## src/rtl/ram8_arbiter_pkg.sv

```systemverilog
// Shared types and defaults for the ram8_arbiter slice.
// Optional power-on clear sweep is enabled with RAM8_ARB_CLEAR_EN.
package ram8_arbiter_pkg;

  localparam int DW_DEF = 16;
  localparam int AW_DEF = 3;

  typedef enum logic {
    ST_SERVE = 1'b0,
    ST_CLEAR = 1'b1
  } state_t;

  typedef enum logic {
    GNT_A = 1'b0,
    GNT_B = 1'b1
  } gnt_t;

endpackage

```

## src/rtl/ram8_arbiter_if.sv

```systemverilog
// Requester-side bus of ram8_arbiter: two req/gnt ports A and B.
// master = requesters, slave = arbiter.
interface ram8_arbiter_if #(
  parameter int DW = 16,
  parameter int AW = 3
);

  logic          a_req;
  logic          a_we;
  logic [AW-1:0] a_addr;
  logic [DW-1:0] a_wdata;
  logic          a_gnt;
  logic          a_rvalid;
  logic [DW-1:0] a_rdata;

  logic          b_req;
  logic          b_we;
  logic [AW-1:0] b_addr;
  logic [DW-1:0] b_wdata;
  logic          b_gnt;
  logic          b_rvalid;
  logic [DW-1:0] b_rdata;

  modport master (
    output a_req, a_we, a_addr, a_wdata,
    input  a_gnt, a_rvalid, a_rdata,
    output b_req, b_we, b_addr, b_wdata,
    input  b_gnt, b_rvalid, b_rdata
  );

  modport slave (
    input  a_req, a_we, a_addr, a_wdata,
    output a_gnt, a_rvalid, a_rdata,
    input  b_req, b_we, b_addr, b_wdata,
    output b_gnt, b_rvalid, b_rdata
  );

endinterface

```

## src/rtl/ram8_arbiter_rr_arb2.sv

```systemverilog
// Two-way round-robin grant logic, purely combinational.
// Bit 0 is requester A, bit 1 is requester B.
module rr_arb2
  import ram8_arbiter_pkg::*;
(
  input  logic [1:0] i_req,
  input  gnt_t       i_last_gnt,
  output logic [1:0] o_gnt
);

  always_comb begin
    o_gnt = 2'b00;
    unique case (1'b1)
      (i_req == 2'b11):
        o_gnt = (i_last_gnt == GNT_B) ? 2'b01 : 2'b10;
      (i_req == 2'b01): o_gnt = 2'b01;
      (i_req == 2'b10): o_gnt = 2'b10;
      default:          o_gnt = 2'b00;
    endcase
  end

endmodule

```

## src/rtl/ram8_arbiter.sv

```systemverilog
// Round-robin arbiter/sequencer in front of a single 8x16 RAM port.
// RAM8_ARB_CLEAR_EN adds a post-reset zeroing sweep and a busy output.
module ram8_arbiter
  import ram8_arbiter_pkg::*;
#(
  parameter int DW = DW_DEF,
  parameter int AW = AW_DEF
) (
  input  logic          clk,
  input  logic          reset,
  ram8_arbiter_if.slave bus,
  output logic [DW-1:0] mem_in,
  output logic          mem_load,
  output logic [AW-1:0] mem_address,
  input  logic [DW-1:0] mem_out
`ifdef RAM8_ARB_CLEAR_EN
  ,
  output logic          busy
`endif
);

  state_t        r_state;
  state_t        w_state_nxt;
  gnt_t          r_last_gnt;
  logic          w_serve;
  logic          w_clear;
  logic [1:0]    w_req;
  logic [1:0]    w_gnt;
  logic          w_a_rd;
  logic          w_b_rd;
  logic          r_a_rvalid;
  logic          r_b_rvalid;
  logic [DW-1:0] r_a_rdata;
  logic [DW-1:0] r_b_rdata;

`ifdef RAM8_ARB_CLEAR_EN
  logic [AW-1:0] r_clr_addr;
`endif

  // Reset overrides everything combinationally, including grants.
  assign w_serve = (r_state == ST_SERVE) && !reset;
  assign w_clear = (r_state == ST_CLEAR) && !reset;
  assign w_req   = {bus.b_req, bus.a_req} & {2{w_serve}};

  rr_arb2 u_arb (
    .i_req      (w_req),
    .i_last_gnt (r_last_gnt),
    .o_gnt      (w_gnt)
  );

  assign bus.a_gnt    = w_gnt[0];
  assign bus.b_gnt    = w_gnt[1];
  assign bus.a_rvalid = r_a_rvalid;
  assign bus.b_rvalid = r_b_rvalid;
  assign bus.a_rdata  = r_a_rdata;
  assign bus.b_rdata  = r_b_rdata;

  assign w_a_rd = w_gnt[0] & ~bus.a_we;
  assign w_b_rd = w_gnt[1] & ~bus.b_we;

  always_ff @(posedge clk) begin
    if (reset) begin
`ifdef RAM8_ARB_CLEAR_EN
      r_state <= ST_CLEAR;
`else
      r_state <= ST_SERVE;
`endif
    end else begin
      r_state <= w_state_nxt;
    end
  end

  always_comb begin
    w_state_nxt = r_state;
`ifdef RAM8_ARB_CLEAR_EN
    if (r_state == ST_CLEAR &&
        r_clr_addr == {AW{1'b1}})
      w_state_nxt = ST_SERVE;
`else
    w_state_nxt = ST_SERVE;
`endif
  end

`ifdef RAM8_ARB_CLEAR_EN
  always_ff @(posedge clk) begin
    if (reset)
      r_clr_addr <= '0;
    else if (r_state == ST_CLEAR)
      r_clr_addr <= r_clr_addr + 1'b1;
  end

  assign busy = w_clear;
`endif

  always_comb begin
    mem_in      = '0;
    mem_load    = 1'b0;
    mem_address = '0;
    unique case (1'b1)
      w_gnt[0]: begin
        mem_address = bus.a_addr;
        mem_load    = bus.a_we;
        mem_in      = bus.a_we ? bus.a_wdata : '0;
      end
      w_gnt[1]: begin
        mem_address = bus.b_addr;
        mem_load    = bus.b_we;
        mem_in      = bus.b_we ? bus.b_wdata : '0;
      end
      default: ;
    endcase
`ifdef RAM8_ARB_CLEAR_EN
    if (w_clear) begin
      mem_load    = 1'b1;
      mem_address = r_clr_addr;
      mem_in      = '0;
    end
`else
    if (w_clear)
      mem_load = 1'b0;
`endif
  end

  always_ff @(posedge clk) begin
    if (reset) begin
      r_last_gnt <= GNT_B;
      r_a_rvalid <= 1'b0;
      r_b_rvalid <= 1'b0;
      r_a_rdata  <= '0;
      r_b_rdata  <= '0;
    end else begin
      if (w_gnt[0])
        r_last_gnt <= GNT_A;
      else if (w_gnt[1])
        r_last_gnt <= GNT_B;
      r_a_rvalid <= w_a_rd;
      r_b_rvalid <= w_b_rd;
      if (w_a_rd)
        r_a_rdata <= mem_out;
      if (w_b_rd)
        r_b_rdata <= mem_out;
    end
  end

endmodule
```

## src/flat_wrapper.sv

```systemverilog
// flat-port wrapper written by rule: the top's interface ports become plain ports
module ram8_arbiter_flat import ram8_arbiter_pkg::*;
#(
  parameter int DW = DW_DEF,
  parameter int AW = AW_DEF
)
  (clk, reset, mem_in, mem_load, mem_address, mem_out, bus_a_req, bus_a_we, bus_a_addr, bus_a_wdata, bus_a_gnt, bus_a_rvalid, bus_a_rdata, bus_b_req, bus_b_we, bus_b_addr, bus_b_wdata, bus_b_gnt, bus_b_rvalid, bus_b_rdata);
  ram8_arbiter_if #(.DW(DW), .AW(AW)) bus_i ();
  input  logic clk;
  input  logic reset;
  output logic [DW-1:0] mem_in;
  output logic mem_load;
  output logic [AW-1:0] mem_address;
  input  logic [DW-1:0] mem_out;
  input wire logic [$bits(bus_i.a_req)-1:0] bus_a_req;
  input wire logic [$bits(bus_i.a_we)-1:0] bus_a_we;
  input wire logic [$bits(bus_i.a_addr)-1:0] bus_a_addr;
  input wire logic [$bits(bus_i.a_wdata)-1:0] bus_a_wdata;
  output wire logic [$bits(bus_i.a_gnt)-1:0] bus_a_gnt;
  output wire logic [$bits(bus_i.a_rvalid)-1:0] bus_a_rvalid;
  output wire logic [$bits(bus_i.a_rdata)-1:0] bus_a_rdata;
  input wire logic [$bits(bus_i.b_req)-1:0] bus_b_req;
  input wire logic [$bits(bus_i.b_we)-1:0] bus_b_we;
  input wire logic [$bits(bus_i.b_addr)-1:0] bus_b_addr;
  input wire logic [$bits(bus_i.b_wdata)-1:0] bus_b_wdata;
  output wire logic [$bits(bus_i.b_gnt)-1:0] bus_b_gnt;
  output wire logic [$bits(bus_i.b_rvalid)-1:0] bus_b_rvalid;
  output wire logic [$bits(bus_i.b_rdata)-1:0] bus_b_rdata;
  assign bus_i.a_req = bus_a_req;
  assign bus_i.a_we = bus_a_we;
  assign bus_i.a_addr = bus_a_addr;
  assign bus_i.a_wdata = bus_a_wdata;
  assign bus_a_gnt = bus_i.a_gnt;
  assign bus_a_rvalid = bus_i.a_rvalid;
  assign bus_a_rdata = bus_i.a_rdata;
  assign bus_i.b_req = bus_b_req;
  assign bus_i.b_we = bus_b_we;
  assign bus_i.b_addr = bus_b_addr;
  assign bus_i.b_wdata = bus_b_wdata;
  assign bus_b_gnt = bus_i.b_gnt;
  assign bus_b_rvalid = bus_i.b_rvalid;
  assign bus_b_rdata = bus_i.b_rdata;
  ram8_arbiter #(.DW(DW), .AW(AW)) u_core (.clk(clk), .reset(reset), .bus(bus_i), .mem_in(mem_in), .mem_load(mem_load), .mem_address(mem_address), .mem_out(mem_out));
endmodule
```

## config.mk

```make
export PLATFORM = sky130hd
export DESIGN_NAME = ram8_arbiter_flat
export DESIGN_NICKNAME = d
export VERILOG_FILES = /design/src/rtl/ram8_arbiter_pkg.sv /design/src/rtl/ram8_arbiter_if.sv /design/src/rtl/ram8_arbiter_rr_arb2.sv /design/src/rtl/ram8_arbiter.sv /design/src/flat_wrapper.sv
export SDC_FILE = /design/constraint.sdc
export NUM_CORES = 1
export LEC_CHECK = 0
export CORE_MARGIN = 5
export CORE_UTILIZATION = 35
export CTS_CLUSTER_SIZE = 24
export DETAILED_ROUTE_END_ITERATION = 12
export PLACE_DENSITY = 0.83
export REMOVE_ABC_BUFFERS = 1
export SYNTH_ARGS = -nofsm -noshare
export SYNTH_HDL_FRONTEND = slang
export SYNTH_SLANG_ARGS = --single-unit
export TNS_END_PERCENT = 100
```

## constraint.sdc

```tcl
create_clock -name clk -period 1.3 [get_ports clk]
set_input_delay 0.13 -clock clk [delete_from_list [all_inputs] [get_ports clk]]
set_output_delay 0.13 -clock clk [all_outputs]
set_load 0.05 [all_outputs]
```

==> results.sh, run 1 <==
# yosys + openroad results
export IMPL_holdWs_ns=0.4291
export IMPL_die_y_um=79.91
export IMPL_buf_share=0.4739
export IMPL_final_clk_cell_share=0.02460
export IMPL_p_seq_mw=1.19
export IMPL_pg_clk_mw=0.872
export IMPL_antenna_found_initial=0
export IMPL_ir_drop_mv=0.7490
export IMPL_top_cell_area_share=0.4097
export IMPL_hold_violations=0
export IMPL_yosysChipArea_um2=1710
export IMPL_grt_usage=0.2320
export IMPL_power_density_nw_per_um2=818.5
export IMPL_period_needed_ns=1.619
export IMPL_preCtsSetupSlack_ns=-0.5903
export IMPL_setup_viol=27
export IMPL_wl_met2_um=4484
export IMPL_nWellTaps=67
export IMPL_grt_first_pass_wirelength_um=11390
export IMPL_vias_per_cell=5.910
export IMPL_non_clock_inverter_count=21
export IMPL_ys_seq_share=0.4097
export IMPL_fin_nets=358
export IMPL_status="finished, violations left"
export IMPL_ys_top_logic_family="AND-OR/OR-AND gates"
export IMPL_synth_cell_area_um2=1710
export IMPL_post_route_worst_setup_slack_ns=-0.3193
export IMPL_violations="setup timing"
export IMPL_endpoint="mem_in[5]"
export IMPL_comb_power_mw=1.27
export IMPL_clock_latency_ns=0.29
run 1: registers in the layout, summed over array words and instances, names as in the netlist:
signal               flops
u_core.bus.b_rdata      16
u_core.bus.b_rvalid      1
u_core.r_last_gnt        1
u_core.bus.a_rdata      16
u_core.bus.a_rvalid      1
run 1: cell usage after synthesis:
library cell and number:
clkbuf_8 1, and2b_4 1, o311ai_0 25, dfxtp_1 35, nand2b_1 1, a22o_2 16
and3_1 2, o21ai_0 1, nor2_1 3, nand2_1 1, clkbuf_2 1, clkbuf_1 9
buf_2 3, and2_1 1, a22o_1 3, inv_1 21, buf_1 1, o311ai_1 7
or2_2 1, nor2b_4 1, nor2b_2 1, buf_6 5, o31ai_1 32, nand2_2 2
run 1: critical path, stage by stage, from the launching register on:
cell and delay [ns]:
dfxtp_2 0.34, nand2b_4 0.14, and3_4 0.19, buf_6 0.14
a22o_4 0.24, buf_12 0.15
run 1: metrics by stage:
step	power, mW	setup TNS, ns	instances	instance area, um2	utilization
detailed placement	2.306	-22.45	353	3531	0.7476
floorplan	1.607	-2.579	154	1583	-
global placement	2.288	-19.79	353	3531	0.7476
CTS	3.201	-6.050	364	3786	0.8016
finish	3.330	-6.178	366	4069	0.8615
global route	3.438	-7.565	366	4069	0.8615
run 1: cell usage in the layout, fill, tap and decap left out, drive strengths merged:
master and n:
dfxtp 35, a22o 19, nor2 3, or2 1
o31ai 32, and2b 2, and2 1, o311ai 32
buf 75, clkbuf 9, nand2b 1, nand2 3
clkinvlp 1, nor2b 2, inv 20, dlygate4sd2 3
and3 3, clkdlybuf4s50 56, o21ai 1
run 1: repair_timing:
item | 4_1_cts | 5_1_grt
gates cloned | 1 | 2
hold buffers | 0 | 0
buffers inserted | 2 | 1
setup endpoints to repair | 49 | 52
gates resized | 36 | 54
pin swaps | 4 | 3
**Run 1: cell outlines without signal wires**

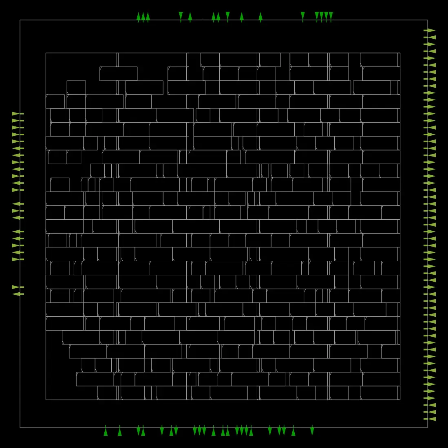
CORE AREA: 4723 um2
Seq/total area: 0.1725

**Run 1: zoomed window**

Bar = 10 um. Region (27, 11) to (52, 36) um. Cells in grey, sequential cells in the stronger grey; small squares are vias.
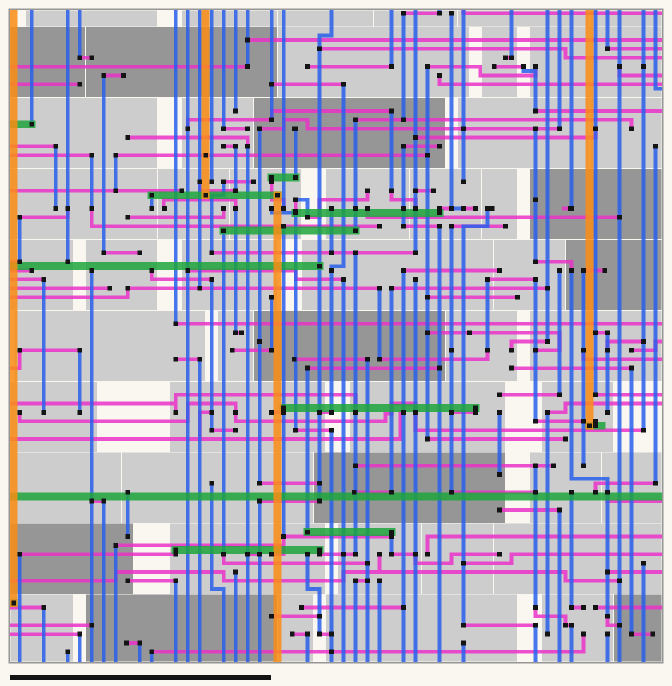
Key: blue = M2; orange = M4; green = M3; magenta = M1
Sequential cells in the window: 8. Netlist names of flops here include u_core.bus.a_rdata (6), u_core.bus.b_rdata (2). 44 logic cells have their middle in the window. Most frequent: o31ai_1 (10), buf_12 (8), dfxtp_1 (8).

**Run 1: gate-type map**

Bar = 20 um.
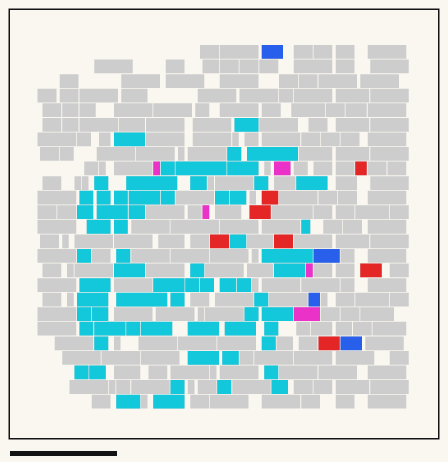
Key: blue = nand cells [cells 4]; red = and/or cells [cells 7]; magenta = nor cells [cells 5]; cyan = aoi and oai cells [cells 65]
Comb/total area: 0.2875
most numerous logic cell after layout: buf_12
post-route insts no fill: 366

==> run 2, diff against run 1 <==
--- a/config.mk
+++ b/config.mk
@@ -9,7 +9,7 @@
 export CORE_UTILIZATION = 35
 export CTS_CLUSTER_SIZE = 24
 export DETAILED_ROUTE_END_ITERATION = 12
-export PLACE_DENSITY = 0.83
+export PLACE_DENSITY = 0.79
 export REMOVE_ABC_BUFFERS = 1
 export SYNTH_ARGS = -nofsm -noshare
 export SYNTH_HDL_FRONTEND = slang
**Run 2: routed clock nets over the placement**

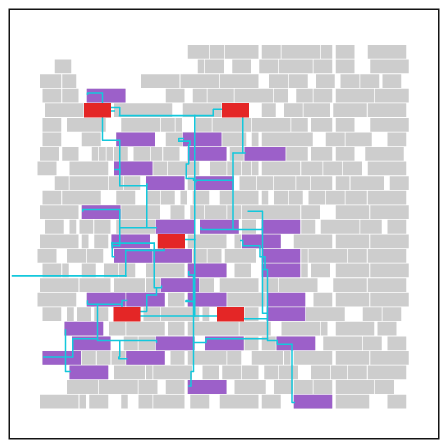
Key: cyan = clock wires [length 443 um]; purple = flip-flops [count 35]; red = clock-net drivers [count 5]
There are 6 routed clock nets.
clk_skew: 0.005836 ns
Clock Power: 1.18 mW

==> results.sh, run 2 <==
# yosys + openroad results
export IMPL_final_area_um2=3989
export IMPL_grt_first_pass_wirelength_um=11820
export IMPL_path_buffers=1
export IMPL_die_y_um=79.91
export IMPL_violations="setup timing"
export IMPL_critPathSlowestCell="dfxtp_2"
export IMPL_yosysChipArea_um2=1710
export IMPL_period_needed_ns=1.589
export IMPL_setup_viol=29
export IMPL_final_clk_cell_share=0.03325
export IMPL_grt_usage=0.2453
export IMPL_p_total_mw=3.611
export IMPL_ys_top_logic_family="AND-OR/OR-AND gates"
export IMPL_mostFrequentLayoutCells="59 x buf_12, 56 x clkdlybuf4s50_1, 34 x dfxtp_1"
export IMPL_antenna_found_initial=0
export IMPL_synthArstFlopShare=0
export IMPL_core_area_um2=4723
export IMPL_non_clock_inverter_count=21
export IMPL_edf_count=0
export IMPL_post_route_worst_setup_slack_ns=-0.2890
export IMPL_flop_cell="dfxtp_1"
export IMPL_vias_per_cell=5.926
export IMPL_place_inst=352
export IMPL_ir_drop_mv=1.151
export IMPL_status="finished, violations left"
export IMPL_cp_top_family="simple AND/OR/NAND/NOR gates"
export IMPL_synth_cell_area_um2=1710
export IMPL_cp_cell_sequence="nand2b_4 > and3_2 > a22o_2 > buf_12"
-- run 2: netlist changes by cell type in the layout (fill, tap and decap cells not counted), moves of 2 or more --
cell,delta
bufinv_16,+2
o311ai_2,-7
o311ai_1,+11
and3_4,+2
o31ai_2,-2
clkbuf_8,-2
o31ai_1,+2
o311ai_4,-3
-- run 2: power by group --
| group | internal, mW | total (mW) | leakage, nW | switching [mW] |
|---|---|---|---|---|
| clock | 0.767 | 1.18 | 0.0654 | 0.411 |
| combinational | 0.613 | 1.25 | 1.24 | 0.635 |
| sequential | 1.12 | 1.19 | 0.285 | 0.0632 |
| total | 2.50 | 3.61 | 1.59 | 1.11 |
-- run 2: metal layers --
layer / vias up / track usage / wire [um]
met3: 19 / 0.09368 / 905
met5: - / 0 / 0
met2: 161 / 0.4396 / 4606
met4: 0 / 0.07264 / 274
li1: 950 / - / -
met1: 1039 / 0.2651 / 3196
-- run 2: how the worst min path moves through the flow --
stage                                             startpoint                                   to  slack, ns
final                                             mem_out[3]   u_core.bus.a_rdata[3]$_SDFFE_PP0P_       0.41
after global routing                              mem_out[3]   u_core.bus.a_rdata[3]$_SDFFE_PP0P_       0.42
after CTS                                        mem_out[13]  u_core.bus.a_rdata[13]$_SDFFE_PP0P_       0.41
after detailed placement  u_core.bus.b_rdata[9]$_SDFFE_PP0P_   u_core.bus.b_rdata[9]$_SDFFE_PP0P_       0.51
after global placement    u_core.bus.a_rdata[2]$_SDFFE_PP0P_   u_core.bus.a_rdata[2]$_SDFFE_PP0P_       0.51
after floorplan                                     bus_a_we       u_core.bus.a_rvalid$_SDFF_PP0_       0.20
-- run 2: timing repair --
item | 4_1_cts | 5_1_grt
pin swaps | 4 | 0
endpoints found under the setup margin | 40 | 48
buffers inserted | 1 | 1
cloned | 4 | 0
gates resized | 51 | 27
No activity file was given, so power comes from the tool's default toggle rates.
